===== config.mk =====
export PLATFORM = sky130hd
export DESIGN_NAME = vcpu_mul_unit_flat
export DESIGN_NICKNAME = d
export VERILOG_FILES = /design/src/rtl/vcpu_mul_unit_if.sv /design/src/rtl/vcpu_mul_unit.sv /design/src/flat_wrapper.sv
export SDC_FILE = /design/constraint.sdc
export NUM_CORES = 1
export LEC_CHECK = 0
export CELL_PAD_IN_SITES_DETAIL_PLACEMENT = 1
export CELL_PAD_IN_SITES_GLOBAL_PLACEMENT = 1
export CORE_ASPECT_RATIO = 0.9
export CORE_MARGIN = 2
export CORE_UTILIZATION = 40
export CTS_CLUSTER_DIAMETER = 100
export DETAILED_ROUTE_END_ITERATION = 7
export HOLD_SLACK_MARGIN = 0.02
export PLACE_DENSITY = 0.73
export SYNTH_ARGS = -nofsm -noshare
export SYNTH_HDL_FRONTEND = slang
export SYNTH_SLANG_ARGS = --single-unit
export TNS_END_PERCENT = 30

===== constraint.sdc =====
create_clock -name sck -period 9.7 [get_ports sck]
set_clock_uncertainty 0.15 [all_clocks]
set_input_delay 0.97 -clock sck [delete_from_list [all_inputs] [get_ports sck]]
set_output_delay 0.97 -clock sck [all_outputs]
set_load 0.01 [all_outputs]

===== src/rtl/vcpu_mul_unit_if.sv =====
// Toggle req/ack handshake bundle between the vcpu decode stage and the
// iterative multiply unit.
interface vcpu_mul_unit_if #(
    parameter int unsigned XLEN = 32
);
    logic            req;
    logic [1:0]      op;
    logic [XLEN-1:0] n;
    logic [XLEN-1:0] m;
    logic            ack;
    logic [XLEN-1:0] d;
    logic            busy;

    modport master (output req, op, n, m, input ack, d, busy);
    modport slave  (input req, op, n, m, output ack, d, busy);
endinterface


===== src/rtl/vcpu_mul_unit.sv =====
// Iterative radix-2 shift-add multiplier for the RV32M MUL/MULH/MULHSU/MULHU
// family; fixed latency, result returned through the toggle req/ack handshake.
module vcpu_mul_unit #(
    parameter int unsigned XLEN = 32
) (
    input  logic           sck,
    input  logic           rst,
    vcpu_mul_unit_if.slave bus
);
    localparam int unsigned CW = $clog2(XLEN);

    typedef enum logic [1:0] {IDLE, CALC, DONE} state_e;

    state_e            state_q;
    logic              req_q;
    logic              ack_q;
    logic              busy_q;
    logic              sign_q;
    logic [1:0]        op_q;
    logic [XLEN-1:0]   d_q;
    logic [XLEN-1:0]   mcand_q;
    logic [2*XLEN-1:0] acc_q;
    logic [CW-1:0]     count_q;

    logic              n_neg;
    logic              m_neg;
    logic [XLEN-1:0]   n_abs;
    logic [XLEN-1:0]   m_abs;
    logic [XLEN:0]     sum_d;
    logic [2*XLEN-1:0] acc_step_d;
    logic [2*XLEN-1:0] acc_fin_d;

    // n is signed for MULH/MULHSU, m only for MULH.
    always_comb begin
        n_neg = bus.n[XLEN-1] & (bus.op == 2'b01 || bus.op == 2'b10);
        m_neg = bus.m[XLEN-1] & (bus.op == 2'b01);
        n_abs = n_neg ? (XLEN'(0) - bus.n) : bus.n;
        m_abs = m_neg ? (XLEN'(0) - bus.m) : bus.m;
    end

    // Keep the carry out of the upper-half add; it re-enters at the MSB on the shift.
    always_comb begin
        sum_d = {1'b0, acc_q[2*XLEN-1:XLEN]};
        if (acc_q[0]) begin
            sum_d = {1'b0, acc_q[2*XLEN-1:XLEN]} + {1'b0, mcand_q};
        end
        acc_step_d = {sum_d, acc_q[XLEN-1:1]};
        acc_fin_d  = sign_q ? ((2*XLEN)'(0) - acc_q) : acc_q;
    end

    always_ff @(posedge sck) begin
        if (rst) begin
            state_q <= IDLE;
            req_q   <= 1'b0;
            ack_q   <= 1'b0;
            busy_q  <= 1'b0;
            sign_q  <= 1'b0;
            op_q    <= '0;
            d_q     <= '0;
            mcand_q <= '0;
            acc_q   <= '0;
            count_q <= '0;
        end else begin
            case (state_q)
                IDLE: begin
                    if (bus.req != ack_q) begin
                        op_q    <= bus.op;
                        req_q   <= bus.req;
                        sign_q  <= n_neg ^ m_neg;
                        mcand_q <= n_abs;
                        acc_q   <= {{XLEN{1'b0}}, m_abs};
                        count_q <= '0;
                        busy_q  <= 1'b1;
                        state_q <= CALC;
                    end
                end
                CALC: begin
                    acc_q   <= acc_step_d;
                    count_q <= count_q + CW'(1);
                    if (count_q == CW'(XLEN - 1)) begin
                        state_q <= DONE;
                    end
                end
                DONE: begin
                    acc_q   <= acc_fin_d;
                    d_q     <= (op_q == 2'b00) ? acc_fin_d[XLEN-1:0]
                                               : acc_fin_d[2*XLEN-1:XLEN];
                    ack_q   <= req_q;
                    busy_q  <= 1'b0;
                    state_q <= IDLE;
                end
                default: state_q <= IDLE;
            endcase
        end
    end

    assign bus.ack  = ack_q;
    assign bus.d    = d_q;
    assign bus.busy = busy_q;
endmodule


===== src/flat_wrapper.sv =====
// flat-port wrapper written by rule: the top's interface ports become plain ports
module vcpu_mul_unit_flat 
#(
    parameter int unsigned XLEN = 32
)
  (sck, rst, bus_req, bus_op, bus_n, bus_m, bus_ack, bus_d, bus_busy);
  vcpu_mul_unit_if #(.XLEN(XLEN)) bus_i ();
  input  logic sck;
  input  logic rst;
  input wire logic [$bits(bus_i.req)-1:0] bus_req;
  input wire logic [$bits(bus_i.op)-1:0] bus_op;
  input wire logic [$bits(bus_i.n)-1:0] bus_n;
  input wire logic [$bits(bus_i.m)-1:0] bus_m;
  output wire logic [$bits(bus_i.ack)-1:0] bus_ack;
  output wire logic [$bits(bus_i.d)-1:0] bus_d;
  output wire logic [$bits(bus_i.busy)-1:0] bus_busy;
  assign bus_i.req = bus_req;
  assign bus_i.op = bus_op;
  assign bus_i.n = bus_n;
  assign bus_i.m = bus_m;
  assign bus_ack = bus_i.ack;
  assign bus_d = bus_i.d;
  assign bus_busy = bus_i.busy;
  vcpu_mul_unit #(.XLEN(XLEN)) u_core (.sck(sck), .rst(rst), .bus(bus_i));
endmodule

==> results.env <==
P_INT_mW=1.15
FINALWEIGHTEDCONGESTION=0.863
SYNTH.CELLMIX.ADDERSHARE=0.0531
GRT.OVERFLOW.TOTAL=0
CRITICAL_PATH.MAX_FANOUT=9
CTS-BUFFERS-INSERTED=17
SHARE_COMB_OF_TOTAL_POWER=0.277
CTS_RESIZED=0
GRT_ANTENNA_BEFORE_REPAIR=0
CLOCK_NETWORK_FRACTION_OF_DESIGN_POWER=0.359
SYN_INST=1409
XOR_AREA_FRAC=0.119
CTS.SINK_COUNT=141
FINALMAXSLEWVIOLATIONS=0
SYN-CELL-AREA_SQ_UM=10500
HOLD_CLASS='reg -> reg'
POSTSYNTHREGISTERBITS=141
REG2REG_SETUP_SLACK_PS=5250
CLOCK_LATENCY_PS=450
DETAILEDPLACEMENTHPWL_MM=28.8
POST_CTS_SETUP_BUFFER_COUNT=0
VIA_PER_INST=6.14
FP_NETS=1522
CRIT_PATH_END_KIND='register'
LAYOUT-AREA-OVERHEAD-VS-SYNTH_PCT=17.5
FIRST_PASS_ITERS=5
CAPTURING_INSTANCE_OR_PORT_OF_THE_CRITICAL_PATH='u_core.acc_q[58]$_SDFFE_PP0P_'
SYNTHTOPLOGICFAMILY='AND-OR/OR-AND gates'
OUTCOME='finished, final reports clean'
SEQUENTIAL_CELL_FRACTION_OF_TOTAL_POWER=0.364
POST-PLACE-WS_PS=4840
POWER.NET_SWITCHING_mW=0.703
CELL_AT_THE_ROOT_OF_THE_CLOCK_TREE='sky130_fd_sc_hd__clkbuf_16'
MAX_CAP_CHECK_VIOLATION_COUNT=0
WARNING_COUNT=30
FINAL_LAYOUT_TOP_LOGIC_CELL='sky130_fd_sc_hd__nand2_1'
SETUP_REPAIR_AFTER_GLOBAL_ROUTING_MISSED_ITS_MARGIN='false'
FMAX_GHz=0.225
CRITPATHLAUNCH='u_core.acc_q[34]$_SDFFE_PP0P_'
POST-SYNTH-TOP-COUNT-CELL='sky130_fd_sc_hd__nand2_1'
GRT_START_MAX_NET_PINS=75
WORST_R2R_PATH_DEPTH=10
SYNTH.CELLMIX.SIMPLESHARE=0.210
VIOLATION_COUNT_AFTER_THE_FIRST_DETAILED_ROUTING_ITERATION=969
FINAL.SETUP.WORST_SLACK_PS=5250
FIN_WORST_HOLD_SLACK_PS=311
SYNTHARSTFLOPSHARE=0
DRIVE_GT1_FRAC=0.0462
AVGSYNTHCELLAREA_SQ_UM=7.46
YOSYSWARNINGCOUNT=0
SYNTH.AREA.TOP_CELLS='sky130_fd_sc_hd__dfxtp_1 (27%), sky130_fd_sc_hd__xnor2_1 (6.2%), sky130_fd_sc_hd__nand2_1 (5.9%)'
SYNTH-EDFF-COUNT=0
WORST_HOLD_PATH.NUM_CELLS=2
CRITPATHREQUIREDTIME_PS=9870
YOSYSCELLCOUNT=1409
YS_TYPES=67
DETAILED_PLACE.AREA_SQ_UM=11800
REG_TO_REG_CRITICAL_PATH_STARTPOINT='u_core.acc_q[34]$_SDFFE_PP0P_'
CTSHTREEMAXLEVEL=4
GRT_PASS1_VIAS=11100
==> registers in the layout, indices dropped and copies added, names as in the netlist <==
register and count:
u_core.acc_q 64, u_core.bus.d 32, u_core.mcand_q 32, u_core.count_q 5, u_core.op_q 2, u_core.state_q 2
u_core.bus.ack 1, u_core.bus.busy 1, u_core.req_q 1, u_core.sign_q 1
==> per-layer routing <==
layer	GRT usage	vias up	routed length (um)
li1	-	5295	-
met3	0.0497	52	2290
met2	0.464	324	17600
met4	0.0798	0	688
met1	0.392	5499	18700
met5	0	-	0
==> worst max-delay path: stages (launching register included) <==
cell and delay, ps:
sky130_fd_sc_hd__dfxtp_1 570, sky130_fd_sc_hd__ha_1 350, sky130_fd_sc_hd__o211ai_1 200, sky130_fd_sc_hd__o211ai_1 220, sky130_fd_sc_hd__a2111oi_0 910, sky130_fd_sc_hd__o41ai_1 320
sky130_fd_sc_hd__a211oi_1 730, sky130_fd_sc_hd__o21ai_0 200, sky130_fd_sc_hd__a21oi_1 240, sky130_fd_sc_hd__mux2i_1 120, sky130_fd_sc_hd__or3_1 310
==> area by class of cell <==
cell class / count / area (sq um) / share of cell area
clock buffer: 18 / 429 / 0.0347
clock inverter: 14 / 145 / 0.0117
inverter: 26 / 97.6 / 0.00789
multi-input combinational: 1153 / 7280 / 0.589
sequential: 141 / 2820 / 0.228
tap: 348 / 435 / 0.0352
timing repair buffer: 119 / 1150 / 0.0927
==> power groups by stage <==
stage                     registers [mW]  logic, mW  clock network (mW)
after floorplan                    0.660      0.348                   0
after global placement             0.684      0.494                   0
after detailed placement           0.685      0.504                   0
after CTS                          0.672      0.508               0.672
after global routing               0.679      0.564               0.696
final                              0.675      0.513               0.666
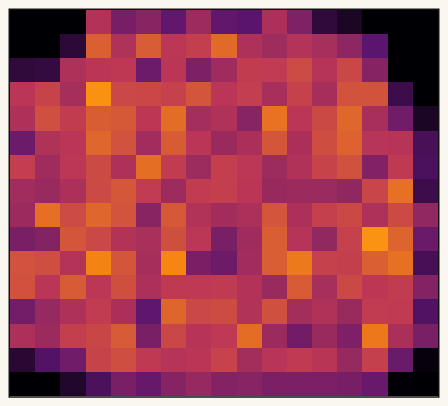
**Above:** cell density map.
17 x 16 tiles, from black (low) to pale yellow (high), 0 to 100% covered.
emptiest ninth of the die: north-east
tiles over 75% full: 0.70%
fullest tile: 77%
nearly empty tiles: 6.6%
mean over tiles: 43%
core box area: 25900 sq um
post-layout util: 0.477
Initial Util: 0.406

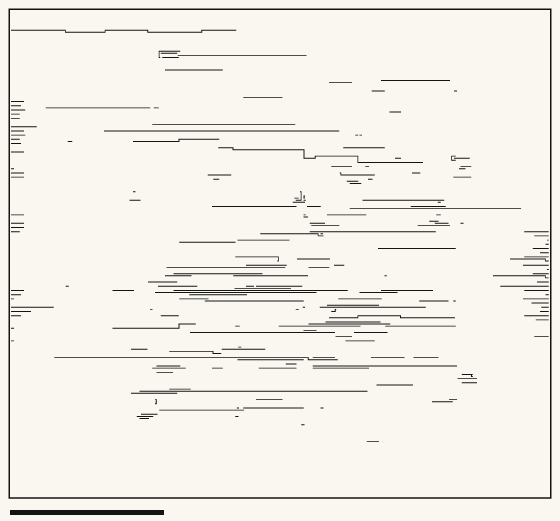
**Above:** signal wires on met3.
The bar under the picture is 50 um long.
share of all routed wire: 5.8%
wire length on this layer: 2290 um
overall routed net length: 39.2 mm
via total after detailed routing: 11.2k
met3 usage: 0.0497

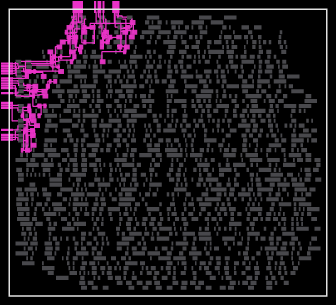
**Above:** wires at chosen ports, followed through buffers.
[magenta] bus_n | bits: 32 | direction: input | edge: 18 west, 14 north | end cells: 72 | buffers: 32 | wire: 963 um
io pins: 103
count of buffers inserted at the top-level ports: 102

Power is estimated from default activity; no workload was simulated.
